### src/rtl/mem_stage_pkg.sv
// Shared types for the MEM stage: execute->MEM and MEM->writeback payloads,
// load/store funct3 codes, FSM state encoding and an access-size decoder.
package mem_stage_pkg;

  localparam logic [2:0] F3_LB  = 3'b000;
  localparam logic [2:0] F3_LH  = 3'b001;
  localparam logic [2:0] F3_LW  = 3'b010;
  localparam logic [2:0] F3_LBU = 3'b100;
  localparam logic [2:0] F3_LHU = 3'b101;

  typedef enum logic [1:0] {
    ST_IDLE = 2'd0,
    ST_REQ  = 2'd1,
    ST_WAIT = 2'd2
  } mem_state_e;

  typedef enum logic [1:0] {
    SZ_BYTE = 2'd0,
    SZ_HALF = 2'd1,
    SZ_WORD = 2'd2
  } mem_size_e;

  typedef struct packed {
    logic [31:0] alu_result;
    logic [31:0] write_data;
    logic        mem_read;
    logic        mem_write;
    logic        reg_write;
    logic [4:0]  rd;
    logic [2:0]  mem_funct3;
  } ex_to_mem_s;

  typedef struct packed {
    logic        valid;
    logic        reg_write;
    logic [4:0]  rd;
    logic [31:0] wb_data;
  } mem_to_wb_s;

  // Unlisted funct3 codes fall back to a full word access.
  function automatic mem_size_e access_size(input logic [2:0] f3);
    case (f3)
      F3_LB, F3_LBU: return SZ_BYTE;
      F3_LH, F3_LHU: return SZ_HALF;
      default:       return SZ_WORD;
    endcase
  endfunction

endpackage

### src/rtl/mem_stage_if.sv
// Data-memory bus between the MEM stage (master) and memory (slave).
//   req/we/addr/wdata/be : request side, driven by the master
//   gnt                  : request accepted this cycle
//   rvalid/rdata         : load response
interface mem_stage_if;
  logic        req;
  logic        we;
  logic [31:0] addr;
  logic [31:0] wdata;
  logic [3:0]  be;
  logic        gnt;
  logic        rvalid;
  logic [31:0] rdata;

  modport master (output req, we, addr, wdata, be, input gnt, rvalid, rdata);
  modport slave  (input req, we, addr, wdata, be, output gnt, rvalid, rdata);
endinterface

### src/rtl/load_extend.sv
// Combinational load formatter: picks the addressed byte/half out of the
// returned word and sign- or zero-extends it according to funct3.
//   rdata_i  : raw word from memory
//   addr_i   : low address bits of the access
//   funct3_i : load type
//   result_o : 32-bit writeback value
module load_extend
  import mem_stage_pkg::*;
(
  input  logic [31:0] rdata_i,
  input  logic [1:0]  addr_i,
  input  logic [2:0]  funct3_i,
  output logic [31:0] result_o
);

  logic [7:0]  byte_sel;
  logic [15:0] half_sel;
  logic        sign_ext;

  always_comb begin
    case (addr_i)
      2'd0:    byte_sel = rdata_i[7:0];
      2'd1:    byte_sel = rdata_i[15:8];
      2'd2:    byte_sel = rdata_i[23:16];
      default: byte_sel = rdata_i[31:24];
    endcase
    // Half accesses only look at addr[1]; addr[0] is ignored here.
    half_sel = addr_i[1] ? rdata_i[31:16] : rdata_i[15:0];
    sign_ext = ~funct3_i[2];
    case (access_size(funct3_i))
      SZ_BYTE: result_o = {{24{sign_ext & byte_sel[7]}}, byte_sel};
      SZ_HALF: result_o = {{16{sign_ext & half_sel[15]}}, half_sel};
      default: result_o = rdata_i;
    endcase
  end

endmodule

### src/rtl/mem_stage.sv
// Pipeline MEM stage: passes ALU results through, runs byte/half/word loads
// and stores on the data-memory bus, and stalls execute while busy.
// Ports:
//   clk, rst_n    : clock, async active-low reset
//   ex_to_mem_i   : instruction from execute (sampled only in IDLE)
//   ex_valid_i    : ex_to_mem_i is valid
//   mem_stall_o   : upstream must hold and not advance
//   mem_to_wb_o   : registered writeback payload, valid is a 1-cycle pulse
//   mem_err_o     : 1-cycle error pulse, coincident with the aborted result
//   dmem          : data-memory bus (master side)
// Optional build macro MEM_MISALIGN_CHECK_EN: reject misaligned half/word
// accesses without touching the bus.
//
// state | meaning
// IDLE  | accept new instruction; ALU ops complete here
// REQ   | dmem_req held until gnt (a load may also see rvalid here)
// WAIT  | load granted, waiting for rvalid
module mem_stage
  import mem_stage_pkg::*;
#(
  parameter int TIMEOUT_CYCLES = 255
) (
  input  logic        clk,
  input  logic        rst_n,
  input  ex_to_mem_s  ex_to_mem_i,
  input  logic        ex_valid_i,
  output logic        mem_stall_o,
  output mem_to_wb_s  mem_to_wb_o,
  output logic        mem_err_o,
  mem_stage_if.master dmem
);

  localparam logic [7:0] TIMEOUT_CNT = 8'(TIMEOUT_CYCLES);

  mem_state_e  state_q, state_d;
  ex_to_mem_s  op_q, op_d;
  logic [7:0]  cnt_q, cnt_d;
  mem_to_wb_s  wb_q, wb_d;
  logic        err_q, err_d;

  logic        mem_op;
  logic        misalign;
  logic        timeout;
  logic        in_req;
  logic [31:0] load_data;
  logic [3:0]  store_be;
  logic [31:0] store_wdata;

  assign mem_op  = ex_to_mem_i.mem_read | ex_to_mem_i.mem_write;
  assign timeout = (cnt_q == TIMEOUT_CNT);
  assign in_req  = (state_q == ST_REQ);

`ifdef MEM_MISALIGN_CHECK_EN
  always_comb begin
    case (access_size(ex_to_mem_i.mem_funct3))
      SZ_HALF: misalign = ex_to_mem_i.alu_result[0];
      SZ_WORD: misalign = |ex_to_mem_i.alu_result[1:0];
      default: misalign = 1'b0;
    endcase
  end
`else
  assign misalign = 1'b0;
`endif

  load_extend u_load_extend (
    .rdata_i  (dmem.rdata),
    .addr_i   (op_q.alu_result[1:0]),
    .funct3_i (op_q.mem_funct3),
    .result_o (load_data)
  );

  always_comb begin
    case (access_size(op_q.mem_funct3))
      SZ_BYTE: begin
        store_be    = 4'b0001 << op_q.alu_result[1:0];
        store_wdata = {4{op_q.write_data[7:0]}};
      end
      SZ_HALF: begin
        store_be    = 4'b0011 << {op_q.alu_result[1], 1'b0};
        store_wdata = {2{op_q.write_data[15:0]}};
      end
      default: begin
        store_be    = 4'b1111;
        store_wdata = op_q.write_data;
      end
    endcase
  end

  // Bus outputs are forced low outside REQ so a reset drops them at once.
  assign dmem.req   = in_req;
  assign dmem.we    = in_req & op_q.mem_write;
  assign dmem.addr  = in_req ? {op_q.alu_result[31:2], 2'b00} : 32'd0;
  assign dmem.be    = in_req ? (op_q.mem_write ? store_be : 4'b1111) : 4'b0000;
  assign dmem.wdata = (in_req & op_q.mem_write) ? store_wdata : 32'd0;

  assign mem_stall_o = (state_q != ST_IDLE) | (ex_valid_i & mem_op);
  assign mem_to_wb_o = wb_q;
  assign mem_err_o   = err_q;

  always_comb begin
    state_d        = state_q;
    op_d           = op_q;
    cnt_d          = 8'd0;
    wb_d           = wb_q;
    wb_d.valid     = 1'b0;
    err_d          = 1'b0;
    unique case (state_q)
      ST_IDLE: begin
        if (ex_valid_i && mem_op) begin
          op_d          = ex_to_mem_i;
          op_d.mem_read = ex_to_mem_i.mem_read & ~ex_to_mem_i.mem_write;
          if (misalign) begin
            wb_d.valid     = 1'b1;
            wb_d.reg_write = 1'b0;
            wb_d.rd        = ex_to_mem_i.rd;
            wb_d.wb_data   = 32'd0;
            err_d          = 1'b1;
          end else begin
            state_d = ST_REQ;
          end
        end else if (ex_valid_i) begin
          wb_d.valid     = 1'b1;
          wb_d.reg_write = ex_to_mem_i.reg_write;
          wb_d.rd        = ex_to_mem_i.rd;
          wb_d.wb_data   = ex_to_mem_i.alu_result;
        end
      end
      ST_REQ, ST_WAIT: begin
        cnt_d = cnt_q + 8'd1;
        // Completion wins over a timeout landing in the same cycle.
        if (in_req && dmem.gnt && op_q.mem_write) begin
          state_d        = ST_IDLE;
          wb_d.valid     = 1'b1;
          wb_d.reg_write = 1'b0;
          wb_d.rd        = op_q.rd;
        end else if ((in_req ? dmem.gnt : 1'b1) && dmem.rvalid && op_q.mem_read) begin
          state_d        = ST_IDLE;
          wb_d.valid     = 1'b1;
          wb_d.reg_write = op_q.reg_write;
          wb_d.rd        = op_q.rd;
          wb_d.wb_data   = load_data;
        end else if (timeout) begin
          state_d        = ST_IDLE;
          wb_d.valid     = 1'b1;
          wb_d.reg_write = 1'b0;
          wb_d.rd        = op_q.rd;
          wb_d.wb_data   = 32'd0;
          err_d          = 1'b1;
        end else if (in_req && dmem.gnt) begin
          state_d = ST_WAIT;
        end
        if (state_d == ST_IDLE) cnt_d = 8'd0;
      end
      default: state_d = ST_IDLE;
    endcase
  end

  always_ff @(posedge clk or negedge rst_n) begin
    if (!rst_n) begin
      state_q <= ST_IDLE;
      op_q    <= '0;
      cnt_q   <= 8'd0;
      wb_q    <= '0;
      err_q   <= 1'b0;
    end else begin
      state_q <= state_d;
      op_q    <= op_d;
      cnt_q   <= cnt_d;
      wb_q    <= wb_d;
      err_q   <= err_d;
    end
  end

endmodule

### src/flat_wrapper.sv
// flat-port wrapper written by rule: the top's interface ports become plain ports
module mem_stage_flat import mem_stage_pkg::*;
#(
  parameter int TIMEOUT_CYCLES = 255
)
  (clk, rst_n, ex_to_mem_i, ex_valid_i, mem_stall_o, mem_to_wb_o, mem_err_o, dmem_req, dmem_we, dmem_addr, dmem_wdata, dmem_be, dmem_gnt, dmem_rvalid, dmem_rdata);
  mem_stage_if dmem_i ();
  input  logic clk;
  input  logic rst_n;
  input  ex_to_mem_s ex_to_mem_i;
  input  logic ex_valid_i;
  output logic mem_stall_o;
  output mem_to_wb_s mem_to_wb_o;
  output logic mem_err_o;
  output wire logic [$bits(dmem_i.req)-1:0] dmem_req;
  output wire logic [$bits(dmem_i.we)-1:0] dmem_we;
  output wire logic [$bits(dmem_i.addr)-1:0] dmem_addr;
  output wire logic [$bits(dmem_i.wdata)-1:0] dmem_wdata;
  output wire logic [$bits(dmem_i.be)-1:0] dmem_be;
  input wire logic [$bits(dmem_i.gnt)-1:0] dmem_gnt;
  input wire logic [$bits(dmem_i.rvalid)-1:0] dmem_rvalid;
  input wire logic [$bits(dmem_i.rdata)-1:0] dmem_rdata;
  assign dmem_req = dmem_i.req;
  assign dmem_we = dmem_i.we;
  assign dmem_addr = dmem_i.addr;
  assign dmem_wdata = dmem_i.wdata;
  assign dmem_be = dmem_i.be;
  assign dmem_i.gnt = dmem_gnt;
  assign dmem_i.rvalid = dmem_rvalid;
  assign dmem_i.rdata = dmem_rdata;
  mem_stage #(.TIMEOUT_CYCLES(TIMEOUT_CYCLES)) u_core (.clk(clk), .rst_n(rst_n), .ex_to_mem_i(ex_to_mem_i), .ex_valid_i(ex_valid_i), .mem_stall_o(mem_stall_o), .mem_to_wb_o(mem_to_wb_o), .mem_err_o(mem_err_o), .dmem(dmem_i));
endmodule
### config.mk
export PLATFORM = sky130hd
export DESIGN_NAME = mem_stage_flat
export DESIGN_NICKNAME = d
export VERILOG_FILES = /design/src/rtl/mem_stage_pkg.sv /design/src/rtl/mem_stage_if.sv /design/src/rtl/load_extend.sv /design/src/rtl/mem_stage.sv /design/src/flat_wrapper.sv
export SDC_FILE = /design/constraint.sdc
export NUM_CORES = 1
export LEC_CHECK = 0
export CAP_MARGIN = 20
export CORE_MARGIN = 10
export CORE_UTILIZATION = 46
export CTS_CLUSTER_DIAMETER = 30
export DETAILED_ROUTE_END_ITERATION = 16
export PLACE_DENSITY = 0.78
export SYNTH_ARGS = -nofsm -noshare
export SYNTH_HDL_FRONTEND = slang
export SYNTH_SLANG_ARGS = --single-unit
### constraint.sdc
create_clock -name clk -period 3.2 [get_ports clk]
set_input_delay 0.8 -clock clk [delete_from_list [all_inputs] [get_ports clk]]
set_output_delay 0.8 -clock clk [all_outputs]
set_load 0.01 [all_outputs]
==> run_1/power_grid.png <==
Bar = 50 um. Pins as bars on the die edge. Tap cells in gray.
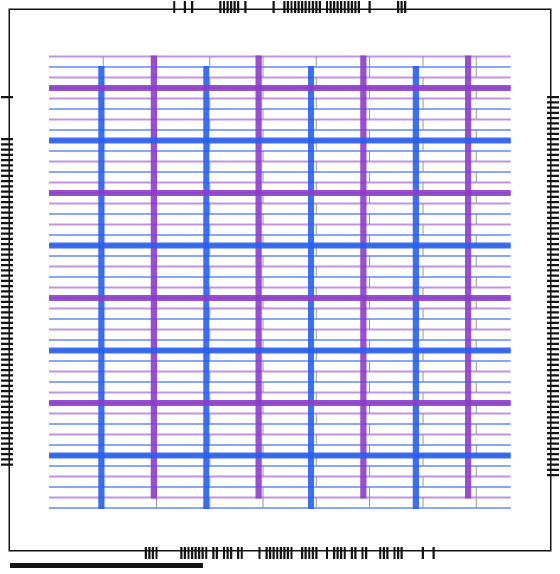
| color | net |
|---|---|
| blue | VSS |
| purple | VDD |
signal pins: 223
met4 straps: 8
tap cells: 180

==> run_1/placement_by_type.png <==
Bar = 50 um.
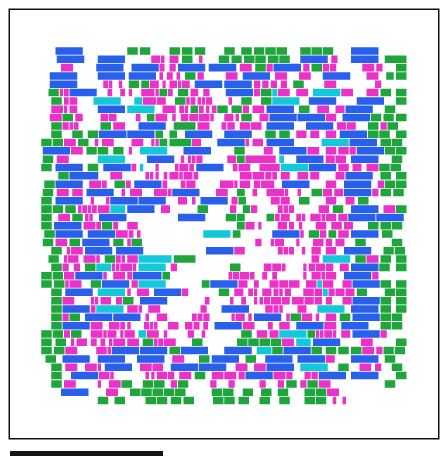
| color | class | cells | share of their area |
|---|---|---|---|
| magenta | combinational and other logic | 448 | 35% |
| cyan | clock drivers and dummy loads | 29 | 5.8% |
| green | other buffers and delay cells | 243 | 26% |
| blue | flops | 125 | 33% |
final non-filler cell area: 9620 um2
area of the core region: 14000 um2
share of the core filled with cells: 68.7%

==> run_1/clk_routes.png <==
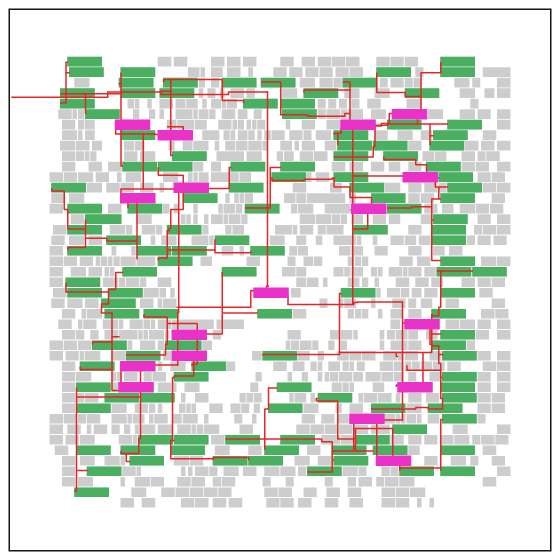
[red] clock wires | length: 1590 um
[magenta] clock drivers | count: 17
[green] flip-flops | count: 125
routed clock nets: 18
flops lie: all over the die
clock group power: 1.79 mW
Clock power frac: 18.7%
Skew-Pair Late Insertion Delay: 0.41 ns
Final Skew: 0.00793 ns

==> run 1: final timing paths <==
check / from / end / cells past startpoint
worst max register to register: u_core.op_q[0] / u_core.mem_to_wb_o[22] / 6
max in group asynchronous: rst_n / u_core.mem_to_wb_o[37] / 2
worst min register to register: u_core.mem_to_wb_o[11] / u_core.mem_to_wb_o[11] / 2
worst min-delay path: rst_n / u_core.op_q[64] / 1
min in group clk: u_core.mem_to_wb_o[11] / u_core.mem_to_wb_o[11] / 2
worst max-delay path: ex_valid_i / mem_stall_o / 5
==> run 1: area by class of cell <==
class	instances	area, um2	area share (%)
multi-input cells	435	3240	33.7
flip-flops and latches	125	3130	32.6
repair buffers	243	2420	25.2
clock buffers	22	484	5.04
well taps	180	225	2.34
clock inverters	7	65.1	0.677
inverters	13	48.8	0.507
==> run_summary.xml, run 1 <==
<?xml version="1.0" encoding="UTF-8"?>
<metrics>
  <group name="placement">
    <metric name="port_buffers" unit="">220</metric>
    <metric name="pre_cts_slack" unit="ns">0.139</metric>
    <metric name="dpl.hpwl" unit="um">17200</metric>
    <metric name="placedInstanceArea" unit="um2">9060</metric>
  </group>
  <group name="layout">
    <metric name="largest_register_ff_count" unit="">75</metric>
    <metric name="final-instance-count-excl-fill" unit="">1025</metric>
    <metric name="layout_top_cell" unit="">sky130_fd_sc_hd__clkdlybuf4s50_1</metric>
    <metric name="nets" unit="">951</metric>
    <metric name="area.growth.synth_to_final" unit="%">45.5</metric>
    <metric name="drive_above_1_share" unit="%">17.2</metric>
    <metric name="layout.filler_cells" unit="">1070</metric>
  </group>
  <group name="sta">
    <metric name="worst_max_slew_pin_slew" unit="ns">1.02</metric>
    <metric name="finalHoldWorstSlack" unit="ns">0.395</metric>
    <metric name="clock_period_minus_final_worst_setup_slack" unit="ns">3.07</metric>
  </group>
  <group name="floorplanning">
    <metric name="floorplan.io_pins" unit="">223</metric>
  </group>
  <group name="drt">
    <metric name="drt_first_iter_violations" unit="">509</metric>
    <metric name="total_wire_length" unit="um">22800</metric>
    <metric name="drt_first_pass_iters" unit="">6</metric>
    <metric name="met1_wire_length" unit="um">8830</metric>
  </group>
  <group name="grt">
    <metric name="met2_routing_resource_usage_after_global_routing" unit="%">37.8</metric>
    <metric name="grt.overflow.total" unit="">0</metric>
    <metric name="wire_length_of_the_first_global_routing_pass" unit="um">35600</metric>
    <metric name="grt_most_used_layer" unit="">met2</metric>
    <metric name="number_of_antenna_violations_at_the_first_check_in_global_routing" unit="">1</metric>
  </group>
  <group name="outcome">
    <metric name="outcome" unit="">completed</metric>
  </group>
  <group name="cts">
    <metric name="clock_sink_count" unit="">125</metric>
    <metric name="postCtsSetupBuffers" unit="">0</metric>
    <metric name="clock_tree.buffer_depth" unit="">2</metric>
  </group>
  <group name="run">
    <metric name="max_cap_viol_count" unit="">0</metric>
    <metric name="openroad.warnings" unit="">28</metric>
  </group>
  <group name="yosys">
    <metric name="topCombFamilyByArea" unit="">multiplexers</metric>
    <metric name="dominant_register_cell" unit="">sky130_fd_sc_hd__dfrtp_1</metric>
    <metric name="yosys_warns" unit="">0</metric>
    <metric name="synth.yosys.chip_area" unit="um2">6610</metric>
    <metric name="seq_area_frac_synth" unit="%">47.3</metric>
    <metric name="post_synth_instance_area" unit="um2">6610</metric>
    <metric name="post_synth_num_cell_types" unit="">51</metric>
  </group>
  <group name="worst_setup_path">
    <metric name="critical_path.most_common_cell" unit="">sky130_fd_sc_hd__clkdlybuf4s50_1</metric>
    <metric name="worstPathCellList" unit="">clkdlybuf4s50_1 &gt; o21ai_0 &gt; and2_1 &gt; inv_1 &gt; clkdlybuf4s50_1</metric>
    <metric name="crit_type" unit="">in -&gt; out</metric>
    <metric name="timing.critical_path.buf_inv" unit="">3</metric>
  </group>
  <group name="power_and_ir_drop">
    <metric name="pg_comb" unit="mW">4.96</metric>
    <metric name="netSwitchingPower" unit="mW">3.64</metric>
    <metric name="total_power" unit="mW">9.59</metric>
    <metric name="switching_share" unit="%">38.0</metric>
    <metric name="cellPowerDensity" unit="nW/um2">997</metric>
  </group>
</metrics>
==> run 2: changes to the inputs <==
Settings changed: CAP_MARGIN 20 to default.
==> run_2/placement_by_type.png <==
Bar = 50 um.
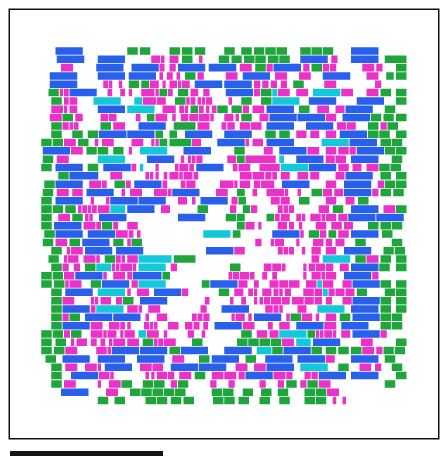
| color | class | cells | share of their area |
|---|---|---|---|
| magenta | combinational and other logic | 448 | 35% |
| blue | flops | 125 | 33% |
| cyan | clock drivers and dummy loads | 29 | 5.8% |
| green | other buffers and delay cells | 243 | 26% |

==> run_summary.xml, run 2 <==
<?xml version="1.0" encoding="UTF-8"?>
<metrics>
  <group name="power_and_ir_drop">
    <metric name="cellPowerDensity" unit="nW/um2">997</metric>
    <metric name="total_power" unit="mW">9.59</metric>
    <metric name="netSwitchingPower" unit="mW">3.64</metric>
    <metric name="clock_group_power" unit="mW">1.79</metric>
  </group>
  <group name="cts">
    <metric name="clock_sink_count" unit="">125</metric>
  </group>
  <group name="placement">
    <metric name="port_buffers" unit="">220</metric>
    <metric name="pre_cts_slack" unit="ns">0.139</metric>
  </group>
  <group name="sta">
    <metric name="final.setup_skew" unit="ns">0.00793</metric>
    <metric name="worst_max_slew_pin_slew" unit="ns">1.02</metric>
  </group>
  <group name="run">
    <metric name="openroad.warnings" unit="">28</metric>
  </group>
  <group name="layout">
    <metric name="layout_top_cell" unit="">sky130_fd_sc_hd__clkdlybuf4s50_1</metric>
    <metric name="final-instance-count-excl-fill" unit="">1025</metric>
    <metric name="seq_area_share" unit="%">32.6</metric>
    <metric name="fin_area" unit="um2">9620</metric>
    <metric name="drive_above_1_share" unit="%">17.2</metric>
    <metric name="layout.filler_cells" unit="">1070</metric>
    <metric name="utilization" unit="%">68.7</metric>
    <metric name="largest_register_ff_count" unit="">75</metric>
    <metric name="layout.non_clock_buffers" unit="">243</metric>
  </group>
  <group name="yosys">
    <metric name="yosys_warns" unit="">0</metric>
    <metric name="post_synth_instance_area" unit="um2">6610</metric>
    <metric name="seq_area_frac_synth" unit="%">47.3</metric>
  </group>
  <group name="grt">
    <metric name="number_of_antenna_violations_at_the_first_check_in_global_routing" unit="">1</metric>
    <metric name="grt.overflow.total" unit="">0</metric>
  </group>
  <group name="outcome">
    <metric name="outcome" unit="">completed</metric>
  </group>
  <group name="floorplanning">
    <metric name="floorplan.io_pins" unit="">223</metric>
  </group>
  <group name="drt">
    <metric name="met1_wire_length" unit="um">8830</metric>
  </group>
  <group name="worst_setup_path">
    <metric name="worst_r2r_startpoint" unit="">u_core.op_q[0]</metric>
    <metric name="crit_end" unit="">mem_stall_o</metric>
    <metric name="regToRegEndpoint" unit="">u_core.mem_to_wb_o[22]</metric>
    <metric name="timing.reg2reg.worst_path_depth" unit="">6</metric>
    <metric name="critical_path.startpoint" unit="">ex_valid_i</metric>
  </group>
</metrics>
-- run 2: worst max-delay path, cell delays in order --
cell and delay [ns]:
sky130_fd_sc_hd__clkdlybuf4s50_1 0.54, sky130_fd_sc_hd__o21ai_0 0.13, sky130_fd_sc_hd__and2_1 0.20, sky130_fd_sc_hd__inv_1 0.07, sky130_fd_sc_hd__clkdlybuf4s50_1 0.53
-- run 2: logic make-up (layout without fill, tap and decap cells) --
| group | count (synthesis) | count (layout) | synth area share, % |
|---|---|---|---|
| simple gates | 167 | 167 | 12.5 |
| compound gates | 147 | 147 | 16.8 |
| flops | 125 | 125 | 47.3 |
| mux | 109 | 109 | 18.0 |
| buf+inv | 60 | 285 | 3.86 |
| xor+xnor | 6 | 6 | 0.795 |
| fa+ha+maj | 4 | 4 | 0.757 |
| other cells | 1 | 2 | 0.0567 |
Power and IR drop assume default switching activity.
